<file path="src/rtl/la_word_serializer.sv">
// Framed parallel-to-serial transmitter: start bit, LSB-first payload, optional even parity, stop bit.
// Optional parity bit is enabled by defining LA_SER_PARITY_EN.
module la_word_serializer #(
    parameter int unsigned WIDTH = 128,
    parameter int unsigned DIV   = 4
) (
    input  logic             wb_clk_i,
    input  logic             wb_rst_ni,
    input  logic [WIDTH-1:0] tx_data_i,
    input  logic             tx_valid_i,
    output logic             tx_ready_o,
    output logic             ser_o,
    output logic             busy_o,
    output logic             done_o
);

    localparam int unsigned DIV_W = (DIV > 1) ? $clog2(DIV) : 1;
    localparam int unsigned BIT_W = $clog2(WIDTH + 1);

    if (DIV == 0) begin : g_div_check
        $fatal(1, "la_word_serializer: DIV must be at least 1");
    end

`ifdef LA_SER_PARITY_EN
    typedef enum logic [2:0] {IDLE, START, DATA, PARITY, STOP} state_e;
`else
    typedef enum logic [1:0] {IDLE, START, DATA, STOP} state_e;
`endif

    state_e           state_q, state_d;
    logic [DIV_W-1:0] div_cnt_q, div_cnt_d;
    logic [BIT_W-1:0] bit_cnt_q, bit_cnt_d;
    logic [WIDTH-1:0] shift_q, shift_d;
    logic             ser_q, ser_d;
    logic             ready_q, ready_d;
    logic             busy_q, busy_d;
    logic             done_q, done_d;
    logic             bit_tick;
`ifdef LA_SER_PARITY_EN
    logic             parity_q, parity_d;
`endif

    always_ff @(posedge wb_clk_i or negedge wb_rst_ni) begin
        if (!wb_rst_ni) begin
            state_q   <= IDLE;
            div_cnt_q <= '0;
            bit_cnt_q <= '0;
            shift_q   <= '0;
            ser_q     <= 1'b1;
            ready_q   <= 1'b1;
            busy_q    <= 1'b0;
            done_q    <= 1'b0;
`ifdef LA_SER_PARITY_EN
            parity_q  <= 1'b0;
`endif
        end else begin
            state_q   <= state_d;
            div_cnt_q <= div_cnt_d;
            bit_cnt_q <= bit_cnt_d;
            shift_q   <= shift_d;
            ser_q     <= ser_d;
            ready_q   <= ready_d;
            busy_q    <= busy_d;
            done_q    <= done_d;
`ifdef LA_SER_PARITY_EN
            parity_q  <= parity_d;
`endif
        end
    end

    always_comb begin
        state_d   = state_q;
        div_cnt_d = div_cnt_q;
        bit_cnt_d = bit_cnt_q;
        shift_d   = shift_q;
`ifdef LA_SER_PARITY_EN
        parity_d  = parity_q;
`endif
        ser_d     = 1'b1;
        ready_d   = 1'b0;
        busy_d    = 1'b1;
        done_d    = 1'b0;

        // Divider is the single bit-timing source; it runs only while a frame is active.
        bit_tick = (div_cnt_q == DIV_W'(DIV - 1));
        if (state_q != IDLE) begin
            div_cnt_d = bit_tick ? '0 : div_cnt_q + 1'b1;
        end

        case (state_q)
            IDLE: begin
                if (tx_valid_i && ready_q) begin
                    state_d   = START;
                    shift_d   = tx_data_i;
                    div_cnt_d = '0;
                    bit_cnt_d = '0;
`ifdef LA_SER_PARITY_EN
                    parity_d  = ^tx_data_i;
`endif
                end
            end
            START: begin
                if (bit_tick) state_d = DATA;
            end
            DATA: begin
                if (bit_tick) begin
                    shift_d = shift_q >> 1;
                    if (bit_cnt_q == BIT_W'(WIDTH - 1)) begin
                        bit_cnt_d = '0;
`ifdef LA_SER_PARITY_EN
                        state_d   = PARITY;
`else
                        state_d   = STOP;
`endif
                    end else begin
                        bit_cnt_d = bit_cnt_q + 1'b1;
                    end
                end
            end
`ifdef LA_SER_PARITY_EN
            PARITY: begin
                if (bit_tick) state_d = STOP;
            end
`endif
            STOP: begin
                if (bit_tick) state_d = IDLE;
            end
            default: state_d = IDLE;
        endcase

        // Outputs are registered, so they are decoded from the state being entered.
        case (state_d)
            IDLE: begin
                busy_d  = 1'b0;
                ready_d = 1'b1;
                done_d  = (state_q == STOP);
            end
            START:   ser_d = 1'b0;
            DATA:    ser_d = shift_d[0];
`ifdef LA_SER_PARITY_EN
            PARITY:  ser_d = parity_q;
`endif
            STOP:    ser_d = 1'b1;
            default: ser_d = 1'b1;
        endcase
    end

    assign tx_ready_o = ready_q;
    assign ser_o      = ser_q;
    assign busy_o     = busy_q;
    assign done_o     = done_q;

endmodule

</file>
<file path="config.mk">
export PLATFORM = sky130hd
export DESIGN_NAME = la_word_serializer
export DESIGN_NICKNAME = d
export VERILOG_FILES = /design/src/rtl/la_word_serializer.sv
export SDC_FILE = /design/constraint.sdc
export NUM_CORES = 1
export LEC_CHECK = 0
export CAP_MARGIN = 20
export CORE_ASPECT_RATIO = 0.5
export CORE_UTILIZATION = 46
export DETAILED_ROUTE_END_ITERATION = 10
export PLACE_DENSITY = 0.84
export RECOVER_POWER = 100
export REMOVE_ABC_BUFFERS = 1
export SYNTH_ARGS = -nofsm -noshare
export SYNTH_HDL_FRONTEND = slang
export SYNTH_SLANG_ARGS = --single-unit
</file>
<file path="constraint.sdc">
create_clock -name wb_clk_i -period 1.9 [get_ports wb_clk_i]
set_clock_uncertainty 0.2 [all_clocks]
set_input_delay 0.285 -clock wb_clk_i [delete_from_list [all_inputs] [get_ports wb_clk_i]]
set_output_delay 0.285 -clock wb_clk_i [all_outputs]
set_load 0.005 [all_outputs]
</file>
Figure 1. Sequential cells colored by netlist name.
Scale: 2 px per um.
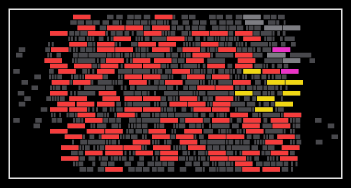
[red] shift_q | placed flops: 128
[yellow] bit_cnt_q | placed flops: 8 | where: middle right
[magenta] state_q | placed flops: 2
not colored: 6

Figure 2. Routed metal, one color a layer.
Scale: 3 px per um.
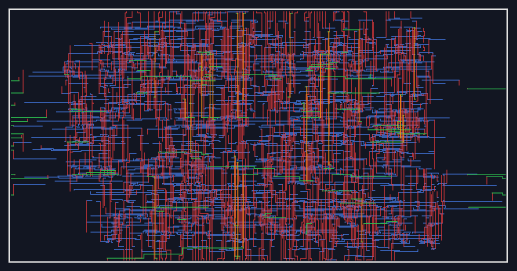
[blue] M1 | wire length: 6550 um
[red] M2 | wire length: 8370 um
[orange] M4 | wire length: 515 um
[green] M3 | wire length: 616 um

==> summary.txt <==
yosys + openroad results -> aggregate global routing overflow 0, placed insts approximately 910, Primary FF master, synth dfrtp_1, crit path launch state_q[0]$_DFF_PN0_, CTS tree built, Routed WL 16100 um, Hold Path Stages 2, ANT cells 0, Critical Path Start Type flip-flop, adder share 0.407%, largest net degree at the start of global routing between 60 and 70, DRC Markers 4, Area Overhead vs Synth 37.8%, Internal between 0.008 and 0.009 W, failing checks DRC, period utilization 97.5%, Comb power frac between 20 and 30%, final setup vio count 0, via/cell ratio 5.54, Max stage delay cell, worst path dfrtp_1, status finished with violations
## critical path, delay by kind of cell, from the launching register on
family                 cells  cell delay, ns
flip-flops                 1            0.44
AND/OR/NAND/NOR            2            0.49
XOR/XNOR                   1            0.13
AND-OR/OR-AND              1            0.24
buffers and inverters      1            0.21
## state kept, by name, summed over array words and instances (netlist names)
register    count
bit_cnt_q       8
busy_o          1
div_cnt_q       2
done_o          1
ser_o           1
shift_q       128
state_q         2
tx_ready_o      1
## layer usage
layer / up-vias / share of wire [%]
li1: 2426 / -
met1: 2591 / 41
met2: 170 / 52
met3: 45 / 3.8
met4: 0 / 3.2
met5: - / 0
Power figures rest on the tool's default switching activity, not on a simulated workload.
